`config.mk`:
```
export PLATFORM = sky130hd
export DESIGN_NAME = pin_attempt_ctrl
export DESIGN_NICKNAME = d
export VERILOG_FILES = /design/src/rtl/pin_ctrl_pkg.sv /design/src/rtl/submit_edge_det.sv /design/src/rtl/pin_attempt_ctrl.sv
export SDC_FILE = /design/constraint.sdc
export NUM_CORES = 1
export LEC_CHECK = 0
export CAP_MARGIN = 20
export CELL_PAD_IN_SITES_DETAIL_PLACEMENT = 1
export CELL_PAD_IN_SITES_GLOBAL_PLACEMENT = 2
export CORE_ASPECT_RATIO = 2
export CORE_MARGIN = 1
export CORE_UTILIZATION = 27
export DETAILED_ROUTE_END_ITERATION = 16
export PLACE_DENSITY_LB_ADDON = 0.1
export SYNTH_ARGS = -nofsm -noshare
export SYNTH_HDL_FRONTEND = slang
export SYNTH_HIERARCHICAL = 1
export SYNTH_SLANG_ARGS = --single-unit
```
`constraint.sdc`:
```
create_clock -name clk -period 1.9 [get_ports clk]
set_clock_uncertainty 0.2 [all_clocks]
set_input_delay 0.38 -clock clk [delete_from_list [all_inputs] [get_ports clk]]
set_output_delay 0.38 -clock clk [all_outputs]
set_load 0.005 [all_outputs]
```
`src/rtl/pin_ctrl_pkg.sv`:
```
// Shared types and constants for the PIN attempt controller.
// Pure declarations: no clocked logic, no flow control.
package pin_ctrl_pkg;

  localparam int PIN_LEN = 4;

  localparam logic [3:0] DIG0 = 4'b0001;
  localparam logic [3:0] DIG1 = 4'b0010;
  localparam logic [3:0] DIG2 = 4'b0100;
  localparam logic [3:0] DIG3 = 4'b1000;

  typedef enum logic [2:0] {
    ST_INIT,
    ST_ENTRY,
    ST_WAIT_RESULT,
    ST_GRANTED,
    ST_FAILED,
    ST_LOCKED,
    ST_FAULT
  } pin_ctrl_state_t;

  function automatic logic is_onehot4(input logic [3:0] d);
    return (d != 4'b0000) && ((d & (d - 4'd1)) == 4'b0000);
  endfunction

endpackage

```
`src/rtl/submit_edge_det.sv`:
```
// Rising-edge detector on the raw panel submit level; previous sample is registered.
// Latency: combinational pulse in the cycle the new high level is sampled; no backpressure.
module submit_edge_det (
  input  logic clk,
  input  logic reset,
  input  logic level_i,
  output logic rise_o
);

  logic prev_q;

  always_ff @(posedge clk) begin
    if (reset) prev_q <= 1'b0;
    else       prev_q <= level_i;
  end

  assign rise_o = level_i & ~prev_q;

endmodule

```
`src/rtl/pin_attempt_ctrl.sv`:
```
// Session/lockout controller in front of the DebitPin checker; PIN_LOCK_LATCH_EN makes lockout permanent until reset.
// Latency: accepted digit -> chk_submit next cycle; checker verdict -> state output next cycle.
// Backpressure: none; panel edges arriving outside ENTRY or during a chk_submit cycle are dropped.
module pin_attempt_ctrl
  import pin_ctrl_pkg::*;
#(
  parameter int MAX_TRIES      = 3,
  parameter int LOCK_CYCLES    = 16,
  parameter int RESULT_TIMEOUT = 8
) (
  input  logic                               clk,
  input  logic                               reset,
  input  logic [3:0]                         user_digits,
  input  logic                               user_submit,
  output logic [3:0]                         chk_digits,
  output logic                               chk_submit,
  output logic                               chk_reset,
  input  logic                               chk_waiting,
  input  logic                               chk_correct,
  input  logic                               chk_incorrect,
  input  logic                               chk_bug,
  output logic                               unlocked,
  output logic                               locked_out,
  output logic [$clog2(MAX_TRIES+1)-1:0]     fail_count,
  output logic                               fault
);

  localparam int FC_W = $clog2(MAX_TRIES + 1);
  localparam int TO_W = $clog2(RESULT_TIMEOUT + 1);
  localparam int DC_W = $clog2(PIN_LEN);

  pin_ctrl_state_t state_q, state_d;
  logic [DC_W-1:0] dig_cnt_q, dig_cnt_d;
  logic [TO_W-1:0] to_cnt_q, to_cnt_d;
  logic [FC_W-1:0] fail_q, fail_d;
  logic [3:0]      digits_q, digits_d;
  logic            submit_q, submit_d;
  logic            rise;

  // chk_waiting only reports an idle checker; it never carries a verdict.
  logic unused_chk_waiting;
  assign unused_chk_waiting = chk_waiting;

`ifdef PIN_LOCK_LATCH_EN
  localparam int unused_lock_cycles = LOCK_CYCLES;
`else
  localparam int LK_W = $clog2(LOCK_CYCLES + 1);
  logic [LK_W-1:0] lock_cnt_q, lock_cnt_d;
`endif

  submit_edge_det u_edge (
    .clk     (clk),
    .reset   (reset),
    .level_i (user_submit),
    .rise_o  (rise)
  );

  always_comb begin
    state_d   = state_q;
    dig_cnt_d = dig_cnt_q;
    to_cnt_d  = '0;
    fail_d    = fail_q;
    digits_d  = digits_q;
    submit_d  = 1'b0;
`ifndef PIN_LOCK_LATCH_EN
    lock_cnt_d = '0;
`endif
    unique case (state_q)
      ST_INIT: begin
        dig_cnt_d = '0;
        state_d   = ST_ENTRY;
      end
      ST_ENTRY: begin
        if (rise && is_onehot4(user_digits) && !submit_q) begin
          digits_d  = user_digits;
          submit_d  = 1'b1;
          dig_cnt_d = dig_cnt_q + 1'b1;
          if (dig_cnt_q == DC_W'(PIN_LEN - 1)) state_d = ST_WAIT_RESULT;
        end
      end
      ST_WAIT_RESULT: begin
        to_cnt_d = to_cnt_q + 1'b1;
        if (chk_bug || (chk_correct && chk_incorrect)) begin
          state_d = ST_FAULT;
        end else if (chk_correct) begin
          fail_d  = '0;
          state_d = ST_GRANTED;
        end else if (chk_incorrect) begin
          // Count lands with the FAILED state so the verdict shows one cycle later.
          if (fail_q != FC_W'(MAX_TRIES)) fail_d = fail_q + 1'b1;
          state_d = ST_FAILED;
        end else if (to_cnt_q == TO_W'(RESULT_TIMEOUT - 1)) begin
          state_d = ST_FAULT;
        end
      end
      ST_GRANTED: begin
        fail_d = '0;
        if (rise) state_d = ST_INIT;
      end
      ST_FAILED: begin
        state_d = (fail_q == FC_W'(MAX_TRIES)) ? ST_LOCKED : ST_INIT;
      end
      ST_LOCKED: begin
`ifndef PIN_LOCK_LATCH_EN
        lock_cnt_d = lock_cnt_q + 1'b1;
        if (lock_cnt_q == LK_W'(LOCK_CYCLES - 1)) begin
          fail_d  = '0;
          state_d = ST_INIT;
        end
`endif
      end
      ST_FAULT: begin
        state_d = ST_FAULT;
      end
      default: state_d = ST_INIT;
    endcase
  end

  always_ff @(posedge clk) begin
    if (reset) begin
      state_q   <= ST_INIT;
      dig_cnt_q <= '0;
      to_cnt_q  <= '0;
      fail_q    <= '0;
      digits_q  <= '0;
      submit_q  <= 1'b0;
`ifndef PIN_LOCK_LATCH_EN
      lock_cnt_q <= '0;
`endif
    end else begin
      state_q   <= state_d;
      dig_cnt_q <= dig_cnt_d;
      to_cnt_q  <= to_cnt_d;
      fail_q    <= fail_d;
      digits_q  <= digits_d;
      submit_q  <= submit_d;
`ifndef PIN_LOCK_LATCH_EN
      lock_cnt_q <= lock_cnt_d;
`endif
    end
  end

  assign chk_digits = digits_q;
  assign chk_submit = submit_q;
  assign chk_reset  = (state_q == ST_INIT) || (state_q == ST_FAULT);
  assign unlocked   = (state_q == ST_GRANTED);
  assign locked_out = (state_q == ST_LOCKED);
  assign fault      = (state_q == ST_FAULT);
  assign fail_count = fail_q;

endmodule
```
Figure 1. Routed clock nets over the placement (run 1).
Scale: 8 px per um.
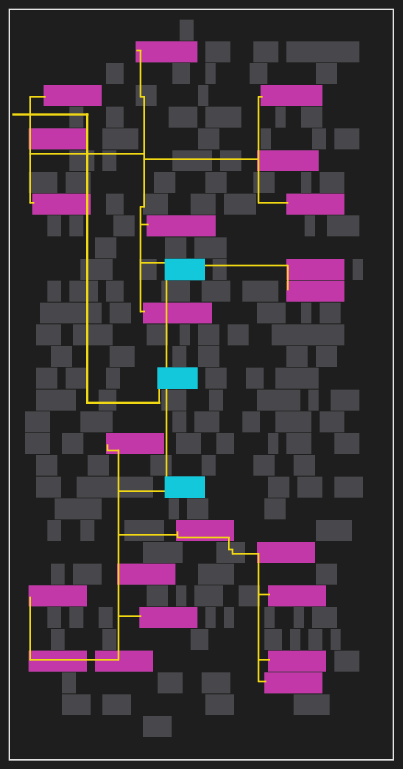
- magenta: flip-flops (count 22)
- yellow: clock wires (length 305 um)
- cyan: clock drivers (count 3)
- routed clock nets: 4
- flops lie: spread over the die

Figure 2. Clock wiring as the flow saved it (run 1).
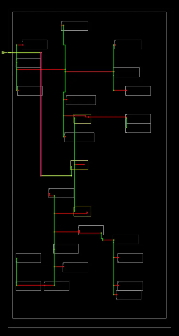
number of clock sinks: 22
worst skew pair latency: 0.26 ns
Inserted Clock Buffers: 3
P_clk: 283 uW
clkbuf count: 3

Figure 3. Zoomed window (run 1).
Window x 11 to 36, y 34 to 59 um. Cells in grey, sequential cells in the stronger grey; small squares are vias.
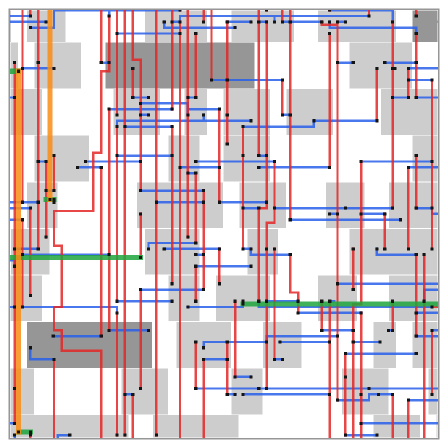
- red: metal 2
- blue: metal 1
- orange: metal 4
- green: metal 3
- most frequent: buf_4 (8)
- cells with their middle in the window: 39
- sequential cells in the window: 2
- netlist names of flops here include: `dig_cnt_q` (1), `state_q` (1)

Figure 4. Local utilization (run 1).
Scale: 4 px per um. 5 x 9 tiles, from black (low) to pale yellow (high), 0 to 100% covered.
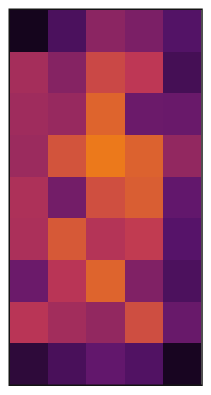
- densest ninth of the die: middle
- fullest tile: 69%
- mean over tiles: 39%

==> flow_metrics.py, run 1 <==
# Metrics from the implementation run
metrics = {
    "run": {
        "maxCapViolCount": 0,
        "warnings": 29,
    },
    "power": {
        "power_leader": "combinational logic",
        "internal_power_mw": 1.055,
        "p_clk_share_pct": 18.2,
        "pg_comb_uw": 711,
        "power.total_mw": 1.551,
        "leakagePower_nw": 0.7664,
        "p_sw_uw": 496.0,
        "seq_power_uw": 557,
    },
    "finish": {
        "logic_gates": 97,
        "stdcell_count": 230,
        "flop_area_sq_um": 451.7,
        "largest-register": "lock_cnt_q",
        "drive_gt1_share_pct": 37.08,
        "final_cell_mix": "buf_4, dfxtp_1, nor2_1, clkdlybuf4s50_1, dlygate4sd2_1",
        "clk_share_pct": 2.285,
        "fill_cells": 501,
        "largest_register_ffs": 5,
        "largest_cell_class": "multi-input combinational cells",
        "fin_area_sq_mm": 0.001807,
        "comb_area_share_pct": 43.77,
        "buffer_area_share_pct": 24.52,
        "nNonClkInverters": 4,
    },
    "global_route": {
        "grt_start_max_net_pins": 12,
        "grt_pass1_wl_um": 5740,
        "gr-total-overflow": 0,
        "grtUsageTotal_pct": 18.00,
    },
    "clock_tree": {
        "hold_buffers": 0,
        "cts_max_level": 1,
        "worst_setup_hold_path_clk_slew_ns": 0.08,
        "root_buffer": "clkbuf_8",
        "post_cts_buffers": 2,
        "cts_max_path_buffers": 2,
    },
    "yosys": {
        "async_reset_ff_share_pct": 0,
        "yosys.cell_types.count": 39,
        "synth_seq_share_pct": 38.85,
        "top_cell": "dfxtp_1",
        "logic_family": "simple AND/OR/NAND/NOR gates",
        "yosysWarnings": 6,
        "yosysTopAreaCellShare_pct": 38.85,
        "yosys_area_sq_mm": 0.001134,
        "synth-edff-count": 0,
        "ys_sh_mux_pct": 1.766,
        "synth.avg_cell_area_sq_um": 8.926,
        "ys.flops": 22,
        "netlist_instances": 127,
        "top_area_cell": "dfxtp_1",
    },
    "place": {
        "dpl_worst_slack_ns": -0.4448,
        "dpl.cell_count": 222,
        "io_buffers": 20,
    },
    "setup_path": {
        "rr_endpoint": "state_q[1]",
        "crit_chain": "ha_4, and3_4, ha_4, nor3b_2, o21a_1, o311a_1, a41o_1",
        "critical_path.most_common_cell": "ha_4",
        "path_buffers": 0,
        "start_kind": "flop",
        "required_ns": 1.86,
        "crit_cells": 7,
        "r2r_cells": 7,
        "endpoint": "state_q[1]",
        "cpLargestDelayFamily": "AND-OR/OR-AND gates",
        "critPathKind": "flop to flop",
        "worstSetupStartpoint": "lock_cnt_q[0]",
        "end_kind": "flop",
    },
    "drt": {
        "via_per_inst": 5.048,
        "drc": 0,
        "met3_length_um": 68,
        "wl_um": 3454,
        "first_iter_violations": 26,
        "highest_layer": "met4",
        "wl_per_cell_um": 15.02,
    },
    "sta": {
        "whs_ns": 0.2506,
        "maxSlewViolCount": 0,
        "period_used_pct": 98.57,
        "grt_setup_unrepaired": "yes",
        "hold_viol": 0,
        "max_slew_margin_pct": 77.86,
        "worst_slew_pin_slew_ns": 0.3302,
        "fmax_mhz": 533.9,
    },
    "die": {
        "core_sq_mm": 0.004046,
        "chip_area_sq_mm": 0.004477,
        "io_pins": 22,
        "die_h_um": 93.64,
    },
    "outcome": {
        "status": "completed",
    },
}
==> inputs of run 2 (changes only) <==
--- a/config.mk
+++ b/config.mk
@@ -8,7 +8,7 @@
 export CAP_MARGIN = 20
 export CELL_PAD_IN_SITES_DETAIL_PLACEMENT = 1
 export CELL_PAD_IN_SITES_GLOBAL_PLACEMENT = 2
-export CORE_ASPECT_RATIO = 2
+export CORE_ASPECT_RATIO = 1.2
 export CORE_MARGIN = 1
 export CORE_UTILIZATION = 27
 export DETAILED_ROUTE_END_ITERATION = 16
Figure 5. Zoomed window (run 2).
Window x 18 to 43, y 24 to 49 um. Cells in grey, sequential cells in the stronger grey; small squares are vias.
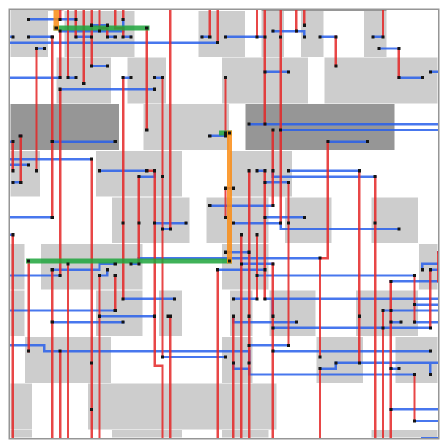

Figure 6. Local utilization (run 2).
Scale: 4 px per um. 6 x 7 tiles, from black (low) to pale yellow (high), 0 to 100% covered.
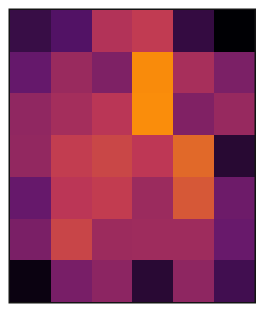
Init Core Util: 28.54%
CORE AREA: 0.003973 sq mm
Core Util, Final: 44.47%

Figure 7. Clock wiring as the flow saved it (run 2).
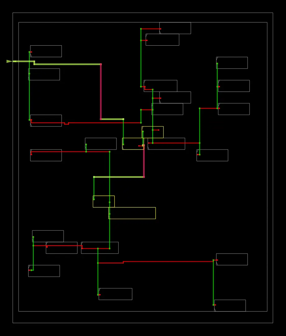
P_clk: 446 uW
Flop Count: 22

==> run 2 against run 1 <==
The flow now finishes with violations (setup timing). First-iteration DRC count increased by 23%. Via count shrank 4.7%. Maximum frequency decreased by 2.4%. Setup slack got worse by 0.045 ns. Largest power group unchanged.
==> flow_metrics.py, run 2 <==
# Metrics from the implementation run
metrics = {
    "setup_path": {
        "cpLargestDelayFamily": "AND-OR/OR-AND gates",
        "rr_endpoint": "state_q[1]",
        "worstSetupStartpoint": "lock_cnt_q[1]",
        "start_kind": "flop",
        "required_ns": 1.86,
        "endpoint": "state_q[1]",
        "crit_chain": "ha_4, and3_4, ha_4, nor3b_2, o21a_1, o311a_1, a41o_1",
        "end_kind": "flop",
        "r2r_cells": 7,
        "path_buffers": 0,
    },
    "power": {
        "internal_power_mw": 1.166,
        "p_clk_share_pct": 26.5,
        "leakagePower_nw": 0.7424,
        "seq_power_uw": 567,
    },
    "yosys": {
        "async_reset_ff_share_pct": 0,
        "netlist_instances": 127,
        "logic_family": "simple AND/OR/NAND/NOR gates",
        "synth_seq_share_pct": 38.85,
        "yosys_area_sq_mm": 0.001134,
        "synth-edff-count": 0,
        "synth.avg_cell_area_sq_um": 8.926,
        "ys.flops": 22,
        "yosys.cell_types.count": 39,
        "ys_sh_mux_pct": 1.766,
        "yosysWarnings": 6,
        "top_cell": "dfxtp_1",
    },
    "sta": {
        "maxSlewViolCount": 0,
        "period_used_pct": 101.0,
        "setup_violations": 1,
        "setup_slack_ns": -0.01842,
    },
    "finish": {
        "fill_cells": 491,
        "buffer_area_share_pct": 23.51,
        "nClkBuffers": 3,
        "fin_area_sq_mm": 0.001767,
        "final_cell_mix": "buf_4, dfxtp_1, clkdlybuf4s50_1, a21oi_1, nor2_1",
        "clk_share_pct": 4.037,
        "flop_area_sq_um": 451.7,
        "logic_gates": 97,
        "comb_area_share_pct": 42.21,
        "largest_register_ffs": 5,
        "drive_gt1_share_pct": 33.90,
    },
    "drt": {
        "highest_layer": "met4",
        "wl_um": 3226,
        "met3_length_um": 76,
        "first_iter_violations": 32,
    },
    "global_route": {
        "grt_start_max_net_pins": 14,
        "grt_pass1_wl_um": 5209,
        "grtUsageTotal_pct": 15.59,
        "gr-total-overflow": 0,
    },
    "outcome": {
        "status": "finished with violations",
        "violations": "setup timing",
    },
    "die": {
        "chip_area_sq_mm": 0.004463,
        "die_h_um": 72.98,
        "io_pins": 22,
    },
    "run": {
        "maxCapViolCount": 0,
    },
    "place": {
        "io_buffers": 20,
        "dpl_worst_slack_ns": -0.4312,
        "dpl.cell_count": 222,
    },
    "clock_tree": {
        "clock-sinks": 22,
        "post_cts_buffers": 4,
        "numCtsBuffers": 3,
    },
}
Power is estimated from default activity; no workload was simulated.
